## src/rtl/microcode_sequencer.sv

```systemverilog
// Microcode sequencer: fetches opcodes, forms ROM indices, walks micro-op chains,
// injects interrupt entry at instruction boundaries and implements HALT.
module microcode_sequencer #(
  parameter logic [8:0]  INT_INDEX = 9'h120,
  parameter int unsigned CTRL_W    = 64
) (
  input  logic              clk,
  input  logic              reset_n,
  output logic              fetch_req,
  input  logic              fetch_ready,
  input  logic [7:0]        fetch_data,
  output logic              pc_inc,
  output logic [8:0]        uop_index,
  input  logic [CTRL_W-1:0] ctrl_word,
  output logic [CTRL_W-1:0] ctrl_out,
  output logic              ctrl_valid,
  input  logic              mem_busy,
  input  logic              irq_pending,
  input  logic              ime,
  output logic              irq_ack,
  output logic              instr_done,
  output logic [3:0]        uop_step
);

  typedef enum logic [1:0] {IDLE, FETCH, EXEC, HALTED} state_t;

  state_t     state, state_d;
  logic [8:0] index_d;
  logic [3:0] step_d;
  logic       cb_flag, cb_d;

  logic       f_last, f_cbpfx, f_wait, f_halt;
  logic [8:0] f_next;

  assign f_last  = ctrl_word[63];
  assign f_cbpfx = ctrl_word[62];
  assign f_wait  = ctrl_word[61];
  assign f_halt  = ctrl_word[60];
  assign f_next  = ctrl_word[56:48];

  assign ctrl_out = ctrl_valid ? ctrl_word : '0;

  always_ff @(posedge clk or negedge reset_n) begin
    if (!reset_n) begin
      state     <= IDLE;
      uop_index <= '0;
      uop_step  <= '0;
      cb_flag   <= 1'b0;
    end else begin
      state     <= state_d;
      uop_index <= index_d;
      uop_step  <= step_d;
      cb_flag   <= cb_d;
    end
  end

  always_comb begin
    state_d    = state;
    index_d    = uop_index;
    step_d     = uop_step;
    cb_d       = cb_flag;
    fetch_req  = 1'b0;
    pc_inc     = 1'b0;
    ctrl_valid = 1'b0;
    irq_ack    = 1'b0;
    instr_done = 1'b0;
    case (state)
      IDLE: state_d = FETCH;
      FETCH: begin
        fetch_req = 1'b1;
        if (fetch_ready) begin
          pc_inc  = 1'b1;
          state_d = EXEC;
          index_d = {cb_flag, fetch_data};
          step_d  = '0;
          cb_d    = 1'b0;
        end
      end
      EXEC: begin
        ctrl_valid = 1'b1;
        if (!(f_wait && mem_busy)) begin
          if (!f_last) begin
            index_d = f_next;
            if (uop_step != 4'hF) step_d = uop_step + 4'd1;
          end else begin
            instr_done = 1'b1;
            // A CB prefix must stay glued to its opcode, so it outranks HALT and interrupts.
            if (f_cbpfx) begin
              cb_d    = 1'b1;
              state_d = FETCH;
            end else if (f_halt && !irq_pending) begin
              state_d = HALTED;
            end else if (irq_pending && ime) begin
              irq_ack = 1'b1;
              state_d = EXEC;
              index_d = INT_INDEX;
              step_d  = '0;
            end else begin
              cb_d    = 1'b0;
              state_d = FETCH;
            end
          end
        end
      end
      HALTED: begin
        if (irq_pending) begin
          if (ime) begin
            irq_ack = 1'b1;
            state_d = EXEC;
            index_d = INT_INDEX;
            step_d  = '0;
          end else begin
            state_d = FETCH;
          end
        end
      end
      default: state_d = IDLE;
    endcase
  end

endmodule
```

## config.mk

```make
export PLATFORM = sky130hd
export DESIGN_NAME = microcode_sequencer
export DESIGN_NICKNAME = d
export VERILOG_FILES = /design/src/rtl/microcode_sequencer.sv
export SDC_FILE = /design/constraint.sdc
export NUM_CORES = 1
export LEC_CHECK = 0
export ABC_CLOCK_PERIOD_IN_PS = 2500
export CORE_MARGIN = 8
export CORE_UTILIZATION = 28
export CTS_CLUSTER_DIAMETER = 80
export DETAILED_ROUTE_END_ITERATION = 16
export GPL_ROUTABILITY_DRIVEN = 0
export PLACE_DENSITY = 0.84
export SLEW_MARGIN = 20
export SYNTH_ARGS = -nofsm -noshare
export SYNTH_HDL_FRONTEND = slang
export SYNTH_SLANG_ARGS = --single-unit
export TNS_END_PERCENT = 20
```

## constraint.sdc

```tcl
create_clock -name clk -period 2.5 [get_ports clk]
set_clock_uncertainty 0.05 [all_clocks]
set_input_delay 0.25 -clock clk [delete_from_list [all_inputs] [get_ports clk]]
set_output_delay 0.25 -clock clk [all_outputs]
set_load 0.05 [all_outputs]
```

Figure 1. Placement density heat map (run 1).
The die is cut into 9 by 9 equal tiles; black is low, pale yellow is high, 0 to 100% covered.
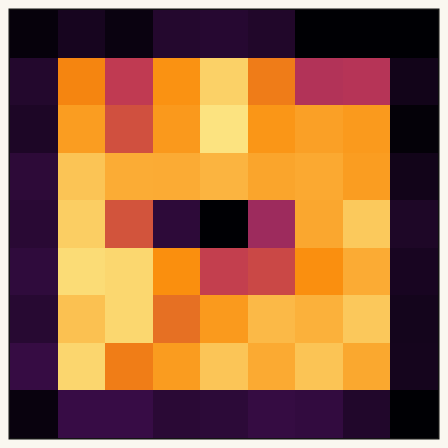
- tiles over 75% full: 43%
- fullest tile: 94%
- mean over tiles: 48%
- nearly empty tiles: 8.6%
utilization of the core after routing: 74.57%
core area: 0.005042 mm2

Figure 2. Wires at chosen ports, followed through buffers (run 1).
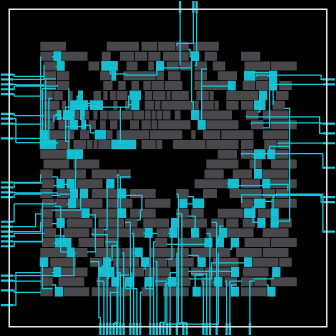
- `ctrl_word`: cyan (bits 64; direction input; end cells 85; wire 1780 um)
number of I/O pins: 160
number of port buffers: 159

==> out/results.txt, run 1 <==
Slew @ Worst Pin: 719.5 ps
Status: finished, final reports clean
Ys flops: 16
Global-route wire length before repair: 10.81 mm
Max stage delay on crit path: 800 ps
CP Capture Type: primary output
WP buf/inv: 1
Post-synth EDFFs: 0
Final Slew Violations: 0
Compound Share, Synth: 13.78%
Cell family with the largest share of critical-path delay: buffers and inverters
Area grow syn2layout: 162.0%
Skew-Pair Late Insertion Delay: 250 ps
Inst Count DP: 390
Dominant kind of combinational cell: simple AND/OR/NAND/NOR gates
Fin Setup TNS: 0 ps
Distinct lib cells: 40
Std-Cell Rows: 26
Worst-case reg-to-reg path depth: 5
Post-synth top area cell: dfrtp_1
Dpl hpwl: 6.150 mm
Yosys Instances: 169
Power per cell area: 1218 mW/mm2
Leading cell types by total area after synthesis: dfrtp_1, and2_1, mux2_4, a22o_1, nand2b_1
Tcrit/Tclk final: 92.22%
Main synth FF type: dfrtp_1
Critical Path AT: 2010 ps
Reg2reg start: state[0]
Slowest-stage cell, CP: clkdlybuf4s50_1
Synth Area in Simple Gates: 42.37%
Die ar.: 0.007672 mm2
Min-Delay Path Class: in2async
Comb area: 950.9 um2
Mux frac, synth: 9.241%
CP Max Fanout: 12
Figure 3. Met3 routing (run 1).
The bar under the picture is 20 um long.
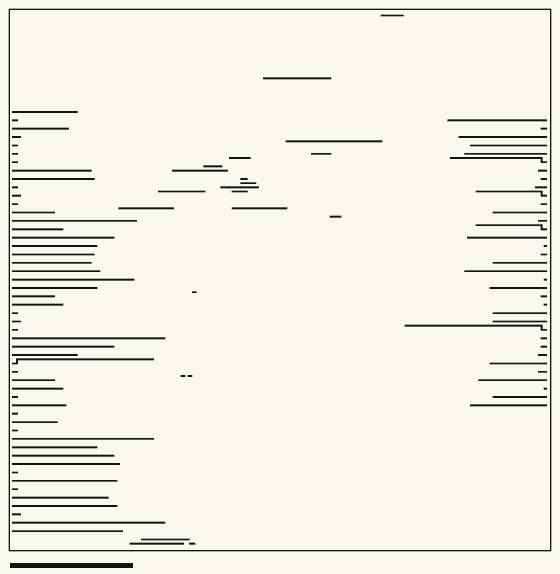
- longest straight run: 24.6 um
- wire length on this layer: 821 um
- nets with wire on the layer: 100
- main direction: horizontal
DR vias: 1865
GR Layer Usage met3: 7.974%
DRT Wirelength: 6.939 mm

## run 1: metal layers
| metal | vias to the layer above | GRT usage (%) |
|---|---|---|
| met2 | 119 | 32.23 |
| met3 | 11 | 7.974 |
| met1 | 846 | 18.58 |
| li1 | 889 | - |
| met4 | 0 | 5.156 |
| met5 | - | 0 |
## run 1: kinds of logic (layout without fill, tap and decap cells)
group	after synthesis	count (layout)
buffers and inverters	18	173
AND-OR/OR-AND	27	27
AND/OR/NAND/NOR	97	97
flip-flops	16	16
multiplexers	10	10
adder cells (fa/ha/maj)	1	1
## run 1: power by group
part / internal [uW] / switching, uW
clock: 140 / 89.2
sequential: 357 / 109
combinational: 1730 / 2150
total: 2230 / 2350
## run 1: stage by stage
step           total power [uW]  hold slack (ps)  instance area (um2)
2_1_floorplan              2602           -95.59                 1435
6_report                   4581            376.2                 3760
5_1_grt                    4779            445.5                 3760
4_1_cts                    4627            410.5                 3757
3_3_place_gp               4326            429.3                 3702
3_5_place_dp               4387            437.3                 3702
## run 1: state kept, by name, indices dropped and copies added, names as in the netlist
register   cells
uop_step       4
state          2
cb_flag        1
uop_index      9
## run 1: area by class of cell
cell class / count / share of cell area (%)
Timing Repair Buffer: 162 / 59.57
Tap cell: 70 / 2.329
Sequential cell: 16 / 10.65
Inverter: 7 / 0.6988
Clock buffer: 4 / 1.464
Multi-Input combinational cell: 135 / 25.29
## run 1: repair_timing
action / 4_1_cts / 5_1_grt
resized: 0 / 1
setup endpoints to repair: 0 / 1
hold endpoints to repair: 0 / 0
setup buffers: 0 / 0
==> run 1 -> run 2 <==
--- a/config.mk
+++ b/config.mk
@@ -11,7 +11,7 @@
 export CTS_CLUSTER_DIAMETER = 80
 export DETAILED_ROUTE_END_ITERATION = 16
 export GPL_ROUTABILITY_DRIVEN = 0
-export PLACE_DENSITY = 0.84
+export PLACE_DENSITY_LB_ADDON = 0.08
 export SLEW_MARGIN = 20
 export SYNTH_ARGS = -nofsm -noshare
 export SYNTH_HDL_FRONTEND = slang
Figure 4. Met3 routing (run 2).
The bar under the picture is 20 um long.
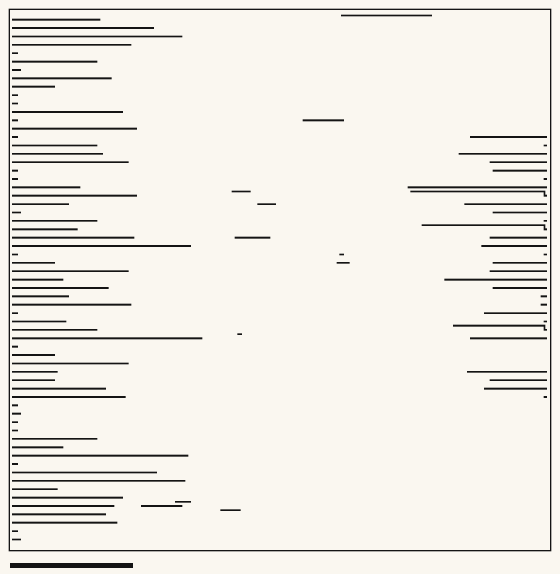
- share of all routed wire: 15%
- wire length on this layer: 1020 um
- longest straight run: 30.6 um
- nets with wire on the layer: 101
- main direction: horizontal
DRT Wirelength: 6.869 mm
DR vias: 1823

==> run 2 against run 1 <==
  * Via count shrank 2.3%
  * Flip-flop count is the same
  * Core utilization grew 0.27 points
  * Non-clock buffer count is the same
  * Power shrank 0.13%
  * Final area grew 0.37%
==> out/results.txt, run 2 <==
Status: finished, final reports clean
Utilization of the core after routing: 74.84% (+0.27 points)
Ys flops: 16 (unchanged)
Inst Count DP: 390 (unchanged)
Number of port buffers: 159 (unchanged)
Tcrit/Tclk final: 91.15% (-1.1 points)
Max reg flops: 9 (unchanged)
Critical Path AT: 1980 ps (-30 ps)
Std-Cell Rows: 26 (unchanged)
Power per cell area: 1212 mW/mm2 (-0.49%)
Die ar.: 0.007672 mm2 (unchanged)
Final Hold Fails: 0
Die Wd: 87.59 um
Setup violations, final: 0
Main synth FF type: dfrtp_1
Cell area after layout: 0.003774 mm2 (+0.37%)
Fin Setup TNS: 0 ps (unchanged)
Placement Cell Area: 0.003712 mm2 (+0.27%)
Min-Delay Path Class: in2async
Number of setup buffers added after CTS: 0 (unchanged)
Core area: 0.005042 mm2 (unchanged)
Dpl hpwl: 5.988 mm (-2.6%)
Post_cts resized: 0 (unchanged)
Skew-Pair Late Insertion Delay: 240 ps (about the same)
Top cell area share: 27.90%
Final Slew Violations: 0 (unchanged)
Top reg by flops: uop_index
Area grow syn2layout: 162.9%
Post-synth top area cell: dfrtp_1
Distinct lib cells: 40 (unchanged)
Global-route wire length before repair: 10.62 mm (-1.7%)
Number of I/O pins: 160 (unchanged)
Leading cell types by total area after synthesis: dfrtp_1, and2_1, mux2_4, a22o_1, nand2b_1
Slew @ Worst Pin: 695.7 ps (-23.80 ps)
Total power: 4575 uW (-0.13%)
Yosys Instances: 169 (unchanged)
DIE HEIGHT: 87.59 um
Post-synth EDFFs: 0 (unchanged)
Worst Hold Slack: 375.2 ps (-0.9380 ps)
CP Capture Type: primary output
Largest regs: uop_index: 9 flops, uop_step: 4 flops, state: 2 flops
==> run 2: cell type report <==
| cell class | count | area (um2) | area share, % |
|---|---|---|---|
| multi-input cells | 135 | 950.9 | 25.20 |
| flip-flops and latches | 16 | 400.4 | 10.61 |
| well taps | 70 | 87.58 | 2.321 |
| repair buffers | 162 | 2253 | 59.71 |
| inverters | 7 | 26.28 | 0.6963 |
| clock buffers | 4 | 55.05 | 1.459 |
==> run 2: kinds of logic after synthesis <==
| family | share of synthesized area [%] |
|---|---|
| compound gates | 13.78 |
| fa+ha+maj | 0.8717 |
| buf+inv | 5.841 |
| flops | 27.90 |
| mux | 9.242 |
| simple gates | 42.37 |
==> run 2: layer usage <==
metal  vias up  wire length [um]  share of wire [%]  GRT usage, %
li1        884                 -                  -             -
met5         -                 0                  0             0
met1       825              2279                 33         17.00
met3         4              1016                 15         10.13
met2       110              3505                 51         32.02
met4         0                67               0.98         4.375
==> run 2: final timing paths <==
check                                     to    startpoint  cells after the start
worst min-delay path            uop_index[8]       reset_n                      1
worst max register to register   uop_step[0]      state[1]                      6
worst max-delay path            ctrl_out[24]      state[1]                      5
max in group asynchronous           state[1]       reset_n                      1
worst min register to register  uop_index[2]  uop_index[2]                      1
min in group clk                uop_index[2]  uop_index[2]                      1
==> run 2: worst max-delay path: stages, from the launching register on <==
cell and delay [ps]:
dfrtp_1 620, nand2b_1 260, inv_2 130, buf_6 330, and2_1 240, buf_12 150
==> run 2: power by group <==
group          switching [uW]  leakage (uW)  internal [uW]
sequential               90.9      0.000202            357
clock                    86.6     0.0000288            139
combinational            2160       0.00138           1740
total                    2340       0.00161           2240
==> run 2 -> run 3 <==
--- a/config.mk
+++ b/config.mk
@@ -5,9 +5,12 @@
 export SDC_FILE = /design/constraint.sdc
 export NUM_CORES = 1
 export LEC_CHECK = 0
+export ABC_AREA = 1
 export ABC_CLOCK_PERIOD_IN_PS = 2500
+export CELL_PAD_IN_SITES_DETAIL_PLACEMENT = 0
+export CELL_PAD_IN_SITES_GLOBAL_PLACEMENT = 2
 export CORE_MARGIN = 8
-export CORE_UTILIZATION = 28
+export CORE_UTILIZATION = 12
 export CTS_CLUSTER_DIAMETER = 80
 export DETAILED_ROUTE_END_ITERATION = 16
 export GPL_ROUTABILITY_DRIVEN = 0
@@ -16,4 +19,4 @@
 export SYNTH_ARGS = -nofsm -noshare
 export SYNTH_HDL_FRONTEND = slang
 export SYNTH_SLANG_ARGS = --single-unit
-export TNS_END_PERCENT = 20
+export TNS_END_PERCENT = 100
Figure 5. Wires at chosen ports, followed through buffers (run 3).
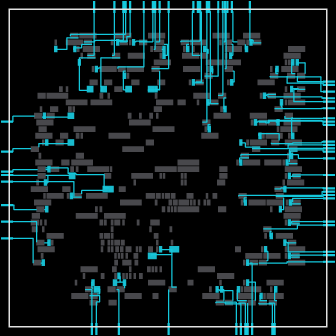
- `ctrl_word`: cyan (bits 64; direction input; end cells 78; wire 1830 um)

==> run 3 against run 2 <==
  * Wire length is 13% higher
  * Sequential power grew 5.4%
  * Power fell by 8.3%
  * Critical path depth fell by 1
  * Cell count increased by 51%
  * Setup slack gained 130 ps
  * Core utilization down 43 points
  * Maximum frequency rose by 5.8%
  * Hold slack better by 46 ps
  * Final area grew 5.9%
  * Combinational power shrank 12%
  * Synthesized cell count is 58% higher
  * Largest cell class unchanged
==> out/results.txt, run 3 <==
Status: finished, final reports clean
DIE HEIGHT: 128.8 um (+47%)
Die Wd: 128.8 um (+47%)
DR vias: 2051 (+13%)
Max reg flops: 9 (unchanged)
Fin Setup TNS: 0 ps (unchanged)
Dominant kind of combinational cell: simple AND/OR/NAND/NOR gates
Final Slew Violations: 0 (unchanged)
Std-Cell Rows: 41 (+58%)
Core area: 0.01252 mm2 (+150%)
Top reg by flops: uop_index
Placement Cell Area: 0.003923 mm2 (+5.7%)
Comb area: 772.0 um2 (-19%)
Adder share: 0.8197% (-0.052 points)
Min-Delay Path Class: in2async
Post-synth top area cell: dfrtp_1
Dpl hpwl: 6.577 mm (+9.8%)
CP Capture Type: primary output
Leading cell types by total area after synthesis: dfrtp_1, nor2_1, inv_1, nand2_1, a22oi_1
Ys flops: 16 (unchanged)
Synth Area in Simple Gates: 38.85% (-3.5 points)
Yosys Instances: 267 (+58%)
Die ar.: 0.01659 mm2 (+120%)
Xor/xnor share: 0.5738% (+0.57 points)
Compound Share, Synth: 10.33% (-3.4 points)
[run 3: metrics by stage]
stage                     util [%]  power (uW)  cells  setup slack, ps
after floorplan                  -        2379    267            190.4
after global placement       31.34        3956    590            526.7
after detailed placement     31.34        3948    590            587.6
after CTS                    31.94        4274    593            317.3
after global routing         31.94        4444    593            213.4
final                        31.94        4194    593            346.4
[run 3: layout make-up]
class	instances	share of cell area [%]
Multi-Input combinational cell	166	19.31
Tap cell	172	5.383
Sequential cell	16	10.02
Clock buffer	3	1.878
Timing Repair Buffer	162	56.46
Inverter	74	6.948
[run 3: logic make-up (layout without fill, tap and decap cells)]
family / Yosys count / count (layout)
fa+ha+maj: 1 / 1
simple gates: 139 / 139
buf+inv: 85 / 239
xor+xnor: 1 / 1
compound gates: 25 / 25
flops: 16 / 16
[run 3: power breakdown]
| group | internal (uW) | switching (uW) |
|---|---|---|
| clock | 210 | 94.7 |
| sequential | 361 | 111 |
| combinational | 1360 | 2050 |
| total | 1940 | 2260 |
[run 3: path summary, 6_finish.rpt]
kind                          start      endpoint  slack, ps  cells past startpoint
max in group asynchronous   reset_n   uop_step[2]       1480                      1
max reg2reg                state[1]       cb_flag        660                      6
min                         reset_n  uop_index[4]        420                      1
max                        state[1]     fetch_req        350                      4
min in group clk            cb_flag       cb_flag        440                      2
min reg2reg                 cb_flag       cb_flag        440                      2
[run 3: per-layer routing]
layer | up-vias | global-route usage, % | wire length (um)
li1 | 1086 | - | -
met1 | 869 | 11.08 | 3321
met2 | 96 | 15.21 | 3665
met3 | 0 | 3.310 | 757
met4 | 0 | 0.8293 | 0
met5 | - | 0 | 0
[run 3: worst max-delay path: stages (launching register included)]
cell and delay [ps]:
dfrtp_1 530, inv_2 110, nand2_1 90, inv_1 80
clkdlybuf4s50_1 800
No activity file was given, so power comes from the tool's default toggle rates.
